===== src/rtl/mem_fwd_hazard_unit.sv =====
// Data-hazard unit beside ID: tracks in-flight register writers, raises load-use
// stalls, and produces EX operand and MEM store-data forward selects.
module mem_fwd_hazard_unit #(
  parameter int REG_AW   = 5,
  parameter int DEPTH    = 3,
  parameter int LOAD_LAT = 1,
  parameter int SELW     = $clog2(DEPTH + 1)
) (
  input  logic              clk,
  input  logic              rst_n,
  input  logic              id_valid,
  input  logic [REG_AW-1:0] id_rs,
  input  logic [REG_AW-1:0] id_rt,
  input  logic              id_use_rs,
  input  logic              id_use_rt,
  input  logic              id_is_store,
  input  logic              id_reg_write,
  input  logic              id_mem2reg,
  input  logic [REG_AW-1:0] id_rd,
  output logic              stall,
  output logic [SELW-1:0]   fwd_a_sel,
  output logic [SELW-1:0]   fwd_b_sel,
  output logic [SELW-1:0]   st_fwd_sel,
  output logic [15:0]       stall_count
);

  // Handshake with ID: id_valid qualifies every id_* field in the same cycle,
  // and stall is the not-ready back to ID; an instruction leaves ID on a cycle
  // with id_valid=1 and stall=0, otherwise a bubble enters the scoreboard.

  localparam int NENT = DEPTH - 1;
  localparam logic [SELW-1:0] LAT_S   = SELW'(LOAD_LAT);
  localparam logic [SELW-1:0] ST_LIM  = SELW'(DEPTH - 2);
  localparam logic [SELW-1:0] DEPTH_S = SELW'(DEPTH);

  // Entry s describes the writer s stages ahead of ID.
  logic [NENT:1]     sb_valid;
  logic [NENT:1]     sb_load;
  logic [REG_AW-1:0] sb_rd [1:NENT];

  logic              a_hit, b_hit, a_ld, b_ld;
  logic [SELW-1:0]   a_dist, b_dist;
  logic              stall_a, stall_b;
  logic [SELW-1:0]   sel_a, sel_b, sel_st;
  logic [SELW-1:0]   st_sel_ex;

  // Scan oldest to youngest so the youngest matching writer is left standing.
  always_comb begin
    a_hit  = 1'b0;
    a_ld   = 1'b0;
    a_dist = '0;
    b_hit  = 1'b0;
    b_ld   = 1'b0;
    b_dist = '0;
    for (int s = NENT; s >= 1; s--) begin
      if (sb_valid[s] && (sb_rd[s] == id_rs)) begin
        a_hit  = 1'b1;
        a_ld   = sb_load[s];
        a_dist = SELW'(s);
      end
      if (sb_valid[s] && (sb_rd[s] == id_rt)) begin
        b_hit  = 1'b1;
        b_ld   = sb_load[s];
        b_dist = SELW'(s);
      end
    end
    a_hit = a_hit & id_use_rs & (id_rs != '0);
    b_hit = b_hit & id_use_rt & (id_rt != '0);
  end

  always_comb begin
    stall_a = 1'b0;
    sel_a   = '0;
    if (a_hit) begin
      if (a_ld && (a_dist <= LAT_S)) stall_a = 1'b1;
      else                           sel_a   = a_dist + SELW'(1);
    end

    stall_b = 1'b0;
    sel_b   = '0;
    sel_st  = '0;
    if (b_hit) begin
      if (!id_is_store) begin
        if (b_ld && (b_dist <= LAT_S)) stall_b = 1'b1;
        else                           sel_b   = b_dist + SELW'(1);
      end else if (b_ld && (b_dist < LAT_S)) begin
        stall_b = 1'b1;
      end else if (b_dist <= ST_LIM) begin
        // Store data can wait until MEM, where the writer is two stages further on.
        sel_st = b_dist + SELW'(2);
      end else begin
        // Writer about to leave the tracked window: grab it at EX instead.
        sel_b = DEPTH_S;
      end
    end
  end

  assign stall = id_valid & (stall_a | stall_b);

  always_ff @(posedge clk) begin
    if (!rst_n) begin
      sb_valid    <= '0;
      sb_load     <= '0;
      for (int i = 1; i <= NENT; i++) sb_rd[i] <= '0;
      fwd_a_sel   <= '0;
      fwd_b_sel   <= '0;
      st_sel_ex   <= '0;
      st_fwd_sel  <= '0;
      stall_count <= '0;
    end else begin
      sb_valid[1] <= id_valid & id_reg_write & (id_rd != '0) & ~stall;
      sb_load[1]  <= id_mem2reg;
      sb_rd[1]    <= id_rd;
      for (int i = 2; i <= NENT; i++) begin
        sb_valid[i] <= sb_valid[i-1];
        sb_load[i]  <= sb_load[i-1];
        sb_rd[i]    <= sb_rd[i-1];
      end

      if (stall || !id_valid) begin
        fwd_a_sel <= '0;
        fwd_b_sel <= '0;
        st_sel_ex <= '0;
      end else begin
        fwd_a_sel <= sel_a;
        fwd_b_sel <= sel_b;
        st_sel_ex <= sel_st;
      end
      st_fwd_sel <= st_sel_ex;

      if (stall && (stall_count != 16'hFFFF)) stall_count <= stall_count + 16'd1;
    end
  end

endmodule


===== config.mk =====
export PLATFORM = sky130hd
export DESIGN_NAME = mem_fwd_hazard_unit
export DESIGN_NICKNAME = d
export VERILOG_FILES = /design/src/rtl/mem_fwd_hazard_unit.sv
export SDC_FILE = /design/constraint.sdc
export NUM_CORES = 1
export LEC_CHECK = 0
export CAP_MARGIN = 40
export CELL_PAD_IN_SITES_DETAIL_PLACEMENT = 1
export CELL_PAD_IN_SITES_GLOBAL_PLACEMENT = 2
export CORE_MARGIN = 8
export CORE_UTILIZATION = 33
export CTS_BUF_LIST = sky130_fd_sc_hd__clkbuf_16
export CTS_CLUSTER_DIAMETER = 30
export DETAILED_ROUTE_END_ITERATION = 10
export DONT_BUFFER_PORTS = 1
export PLACE_DENSITY = 0.82
export SLEW_MARGIN = 20
export SYNTH_ARGS = -nofsm -noshare
export SYNTH_HDL_FRONTEND = slang
export SYNTH_SLANG_ARGS = --single-unit
export TNS_END_PERCENT = 50

===== constraint.sdc =====
create_clock -name clk -period 1.94 [get_ports clk]
set_clock_uncertainty 0.1 [all_clocks]
set_input_delay 0.388 -clock clk [delete_from_list [all_inputs] [get_ports clk]]
set_output_delay 0.388 -clock clk [all_outputs]
set_load 0.1 [all_outputs]

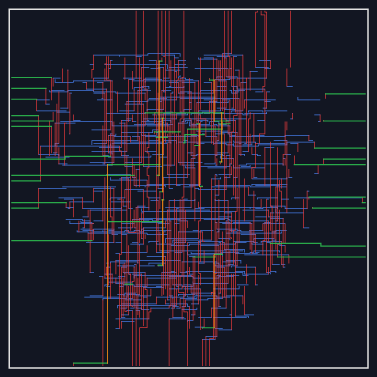
(metal layers overlaid)
(4 px per um)
- met2: red (wire length 3130 um)
- met1: blue (wire length 2240 um)
- met3: green (wire length 397 um)
- met4: orange (wire length 169 um)

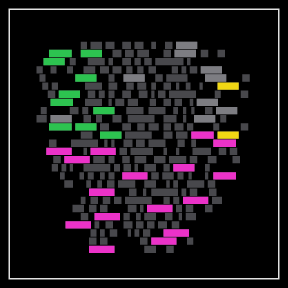
(sequential cells grouped by signal name)
(3 px per um)
- st_fwd_sel: yellow (flops 2)
- sb_rd: green (flops 10)
- stall_count: magenta (flops 16)
- not coloured: 9

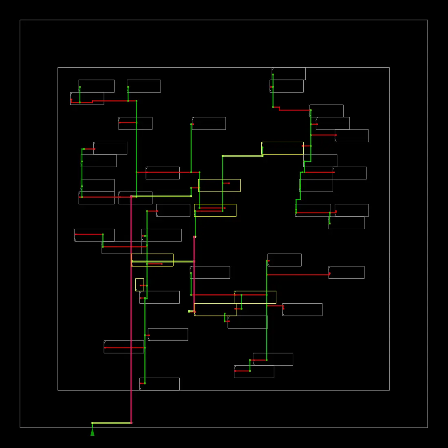
(the clock network)
clock sink count: 37
clock latency of the later-clocked register in the worst-skew pair: 280 ps
final-layout clock buffer total: 6

==> run summary <==
impl run done, here's what came out: CP max FO=6, switching power summed over all nets=349 uW, registers with the most flip-flops=stall_count x16, sb_rd x10, drt first-iter violations=49, post-placement worst setup slack=-295 ps, dominant cell type by area after synthesis=sky130_fd_sc_hd__dfxtp_1, core region area=0.00514 sq mm, violated checks=setup timing, top cells by area=sky130_fd_sc_hd__dfxtp_1 42%, sky130_fd_sc_hd__xnor2_1 6.4%, sky130_fd_sc_hd__and2_1 5.3%, number of failing setup endpoints in the final timing report=10, Leading power group=the clock network, count of maximum capacitance violations=0, met3 layer wire length in the routed design=396 um, H-tree lvl count=2, met2 demand-to-capacity share in global routing=0.277, Synth Area in Simple Gates=0.276, final setup slack of the worst path=-255 ps, Die Footprint=0.00797 sq mm, Yosys warning count=0, Endpoint, Worst Hold=stall_count[14], floorplan utilization=0.345, nonclk buf count=46, post-CTS resize count=11, met2 wire length=3130 um, HP Class=in -> reg, post-route clock period utilization=1.13, fraction of area in non-clock buffers=0.146, cell with the largest stage delay on the worst path=sky130_fd_sc_hd__or4_4, upper clock frequency limit=456 MHz, beginning of the worst register-to-register path=sb_rd[1][1], result of the run=finished, violations left, Biggest Area Class=multi-input combinational cells, detailed-route DRC error count=0, number of global-route vias before repair=1872, combinational share of cell area=0.442, yosys adder share=0.00706, area of combinational cells with multiple inputs=0.00114 sq mm, cell area power density=664 mW/mm^2, global routing usage on met1=0.164, Top Ports=46, beginning of the critical path=id_rs[1]
Power and IR drop assume default switching activity.
